==> src/rtl/rr_grant_ctrl.sv <==
// Round-robin grant controller: owns the rotating priority pointer and holds one grant at a time.
// Optional hold watchdog is compiled in with `define RR_GRANT_WATCHDOG_EN.
module rr_grant_ctrl #(
  parameter int N       = 8,
  parameter int TIMEOUT = 16
) (
  input  logic                 clk,
  input  logic                 rst,
  input  logic [N-1:0]         req,
  input  logic                 done,
  output logic [N-1:0]         gnt,
  output logic [$clog2(N)-1:0] gnt_id,
  output logic                 busy,
  output logic [N-1:0]         prio,
  output logic                 timeout
);

  localparam int IW = $clog2(N);

  generate
    if (N < 2 || TIMEOUT < 2) begin : g_bad_param
      $error("rr_grant_ctrl: N and TIMEOUT must both be at least 2");
    end
  endgenerate

  typedef enum logic {
    IDLE = 1'b0,
    BUSY = 1'b1
  } state_t;

  state_t        state_reg, state_next;
  logic [N-1:0]  gnt_reg, gnt_next;
  logic [IW-1:0] gnt_id_reg, gnt_id_next;
  logic          busy_reg, busy_next;
  logic [IW-1:0] ptr_reg, ptr_next;
  logic [N-1:0]  prio_reg, prio_dec;
  logic          timeout_reg, timeout_next;

  logic          win_found;
  logic [IW-1:0] win_idx;
  logic [IW:0]   scan_idx;
  logic [N-1:0]  win_onehot;
  logic [IW-1:0] ptr_adv;
  logic          owner_req;
  logic          expire;
  logic          release_now;

  // Circular scan starting at the pointer position; first set request wins.
  always_comb begin
    win_found = 1'b0;
    win_idx   = '0;
    scan_idx  = '0;
    for (int k = 0; k < N; k++) begin
      scan_idx = {1'b0, ptr_reg} + (IW+1)'(k);
      if (scan_idx >= (IW+1)'(N))
        scan_idx = scan_idx - (IW+1)'(N);
      if (!win_found && req[scan_idx[IW-1:0]]) begin
        win_found = 1'b1;
        win_idx   = scan_idx[IW-1:0];
      end
    end
  end

  genvar gi;
  generate
    for (gi = 0; gi < N; gi++) begin : g_decode
      assign win_onehot[gi] = (win_idx == IW'(gi));
      assign prio_dec[gi]   = (ptr_next == IW'(gi));
    end
  endgenerate

  assign owner_req = req[gnt_id_reg];
  assign ptr_adv   = (gnt_id_reg == IW'(N-1)) ? '0 : gnt_id_reg + 1'b1;

`ifdef RR_GRANT_WATCHDOG_EN
  localparam int CW = $clog2(TIMEOUT+1);
  logic [CW-1:0] hold_cnt_reg;

  // Counter sits at zero in IDLE, so it starts from zero on every grant.
  always_ff @(posedge clk or posedge rst) begin
    if (rst)
      hold_cnt_reg <= '0;
    else if (state_reg == IDLE)
      hold_cnt_reg <= '0;
    else
      hold_cnt_reg <= hold_cnt_reg + 1'b1;
  end

  assign expire = (state_reg == BUSY) && (hold_cnt_reg == CW'(TIMEOUT-1));
`else
  assign expire = 1'b0;
`endif

  assign release_now = done || !owner_req || expire;

  always_comb begin
    state_next   = state_reg;
    gnt_next     = gnt_reg;
    gnt_id_next  = gnt_id_reg;
    busy_next    = busy_reg;
    ptr_next     = ptr_reg;
    timeout_next = 1'b0;
    case (state_reg)
      IDLE: begin
        if (win_found) begin
          state_next  = BUSY;
          gnt_next    = win_onehot;
          gnt_id_next = win_idx;
          busy_next   = 1'b1;
        end
      end
      BUSY: begin
        if (release_now) begin
          state_next   = IDLE;
          gnt_next     = '0;
          gnt_id_next  = '0;
          busy_next    = 1'b0;
          ptr_next     = ptr_adv;
          // Only a release forced purely by the watchdog is flagged.
          timeout_next = expire && !done && owner_req;
        end
      end
      default: state_next = IDLE;
    endcase
  end

  always_ff @(posedge clk or posedge rst) begin
    if (rst) begin
      state_reg   <= IDLE;
      gnt_reg     <= '0;
      gnt_id_reg  <= '0;
      busy_reg    <= 1'b0;
      ptr_reg     <= '0;
      prio_reg    <= N'(1);
      timeout_reg <= 1'b0;
    end else begin
      state_reg   <= state_next;
      gnt_reg     <= gnt_next;
      gnt_id_reg  <= gnt_id_next;
      busy_reg    <= busy_next;
      ptr_reg     <= ptr_next;
      prio_reg    <= prio_dec;
      timeout_reg <= timeout_next;
    end
  end

  assign gnt     = gnt_reg;
  assign gnt_id  = gnt_id_reg;
  assign busy    = busy_reg;
  assign prio    = prio_reg;
  assign timeout = timeout_reg;

endmodule
==> config.mk <==
export PLATFORM = sky130hd
export DESIGN_NAME = rr_grant_ctrl
export DESIGN_NICKNAME = d
export VERILOG_FILES = /design/src/rtl/rr_grant_ctrl.sv
export SDC_FILE = /design/constraint.sdc
export NUM_CORES = 1
export LEC_CHECK = 0
export CAP_MARGIN = 30
export CELL_PAD_IN_SITES_DETAIL_PLACEMENT = 1
export CELL_PAD_IN_SITES_GLOBAL_PLACEMENT = 2
export CORE_UTILIZATION = 31
export DETAILED_ROUTE_END_ITERATION = 8
export GPL_ROUTABILITY_DRIVEN = 0
export GPL_TIMING_DRIVEN = 0
export HOLD_SLACK_MARGIN = 0.08
export PLACE_DENSITY = 0.79
export SKIP_CTS_REPAIR_TIMING = 1
export SLEW_MARGIN = 10
export SYNTH_ARGS = -nofsm -noshare
export SYNTH_HDL_FRONTEND = slang
export SYNTH_SLANG_ARGS = --single-unit
export TNS_END_PERCENT = 5
==> constraint.sdc <==
create_clock -name clk -period 3.24 [get_ports clk]
set_input_delay 0.648 -clock clk [delete_from_list [all_inputs] [get_ports clk]]
set_output_delay 0.648 -clock clk [all_outputs]
set_load 0.005 [all_outputs]
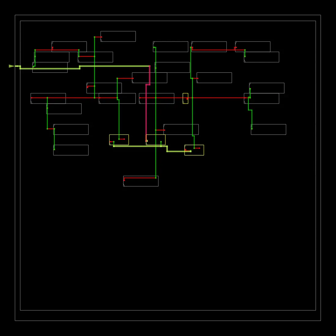
(images/final_clocks.png)
final clock skew: 0.01118 ns
TritonCTS Buffers: 3
P_clk: 0.180 mW
clock buffer count: 4
flip-flops: 24

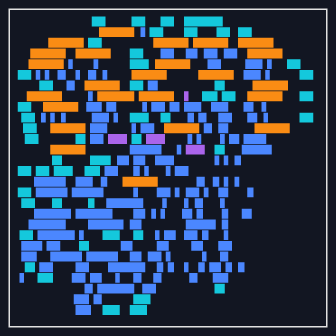
(images/cell_classes.png)
| class | color | cells | share of their area |
|---|---|---|---|
| flops | orange | 24 | 25% |
| other buffers and delay cells | cyan | 50 | 21% |
| all other logic | blue | 145 | 52% |
| clock drivers and dummy loads | purple | 4 | 1.8% |
num rows: 28
final core utilization: 42.79%
fin area: 2534 um^2
Seq area share: 23.75%

==> results.yml <==
# yosys + openroad results
status:
  outcome: "finished with violations"
  violations: "negative setup slack"
pwr:
  switching_power_mw: 1.402
  leakagePower_nw: 1.094
  p_per_area_nw_per_um2: 1203
synthesis:
  yosys_cells: 178
  topCombFamilyByArea: "multiplexers"
  avgSynthCellArea_um2: 10.71
  edf_count: 0
critical_path:
  crit_path_end_kind: "flip-flop"
  path_cells: "buf_6 -> inv_2 -> ha_4 -> mux2_2 -> mux4_2 -> or3_1 -> a2111o_1 -> o21a_1 -> a41o_4 -> a32o_1"
  arrival_ns: 3.53
  critPathMaxStageDelay_ns: 0.51
  rrSetupSlack_ns: -0.13
  cp.required_ns: 3.40
  crit_type: "flip-flop to flip-flop"
  reg2reg_from: "ptr_reg[0]"
route:
  wl_met3_um: 151
  drt-total-wl_mm: 5.270
  drc_errors: 0
  vias: 1634
  met2WireLength_mm: 2.566
  drt-wirelength-per-cell_um: 17.68
  dr.max_layer_used: "met4"
  drt_first_pass_iters: 4
  wl_met1_mm: 2.496
min_path:
  hold_class: "flip-flop to flip-flop"
global_routing:
  grt_pass1_wl_mm: 8.542
  grt_use_met2_pct: 28.73
  grt_overflow: 0
  grt_max_degree: 25
  first_global_vias: 1637
final_layout:
  mostFrequentLayoutCell: "clkdlybuf4s50_1"
  mi_logic_area_um2: 1251
  clk_share_pct: 1.778
  diodes: 0
  fill_cells: 653
sta:
  finalSetupViolCount: 9
  fin_ws_ns: -0.1302
floorplan:
  tapcell.inserted: 75
  io-pin-count: 32
flow_run:
  tool_warnings: 28
  cap_viol_max_count: 0
clocking:
  cts_tree: "done"
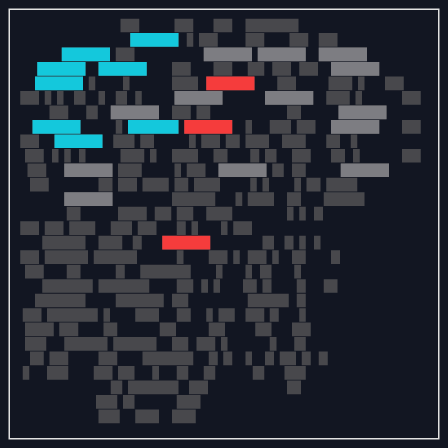
(images/registers.png)
| name in the netlist | color | sequential cells |
|---|---|---|
| `prio` | cyan | 8 |
| `gnt_id` | red | 3 |
register area: 601.8 um^2
Flop+latch power: 0.499 mW

## power groups by stage
stage | sequential, mW | combinational [mW] | clock, mW
finish | 0.499 | 2.37 | 0.180
floorplan | 0.492 | 1.54 | 0
global route | 0.511 | 2.61 | 0.202
detailed placement | 0.503 | 2.15 | 0
CTS | 0.502 | 2.16 | 0.188
global placement | 0.500 | 2.11 | 0
## metrics by stage
step / hold slack, ns / setup TNS [ns] / instances / utilization, %
after detailed placement: 0.4666 / -5.403 / 283 / 39.07
after global routing: 0.5103 / -1.951 / 298 / 42.79
after global placement: 0.4676 / -4.650 / 283 / 39.07
after CTS: 0.4873 / -2.993 / 287 / 39.84
after floorplan: 0.4696 / 0 / 178 / -
final: 0.4829 / -0.7439 / 298 / 42.79
## final timing paths
path                            cells past startpoint  endpoint
worst min register to register                      2    gnt[0]
worst min-delay path                                2    gnt[0]
min in group asynchronous                           2    gnt[4]
worst max-delay path                               10    gnt[5]
worst max register to register                     10    gnt[5]
max in group asynchronous                           3   prio[0]
## cell usage after synthesis (2+ instances only)
library cell	instances	area [um^2]
dfrtp_1	23	575.6
nand2_1	21	78.83
nor2_1	15	56.30
mux2i_1	13	130.1
o21ai_0	8	40.04
inv_1	7	26.28
mux4_1	7	183.9
mux4_2	6	135.1
o31ai_1	6	45.04
mux2_2	5	56.30
a32o_1	4	40.04
clkbuf_8	4	55.05
ha_1	4	50.05
nand3_1	4	20.02
nor2b_1	4	25.02
buf_6	3	33.78
xnor2_1	3	26.28
a21o_1	2	15.01
a21oi_1	2	10.01
a221oi_1	2	17.52
a32oi_1	2	17.52
nand2b_1	2	12.51
nor3b_1	2	15.01
or2_2	2	12.51
or3_1	2	12.51
Power figures rest on the tool's default switching activity, not on a simulated workload.
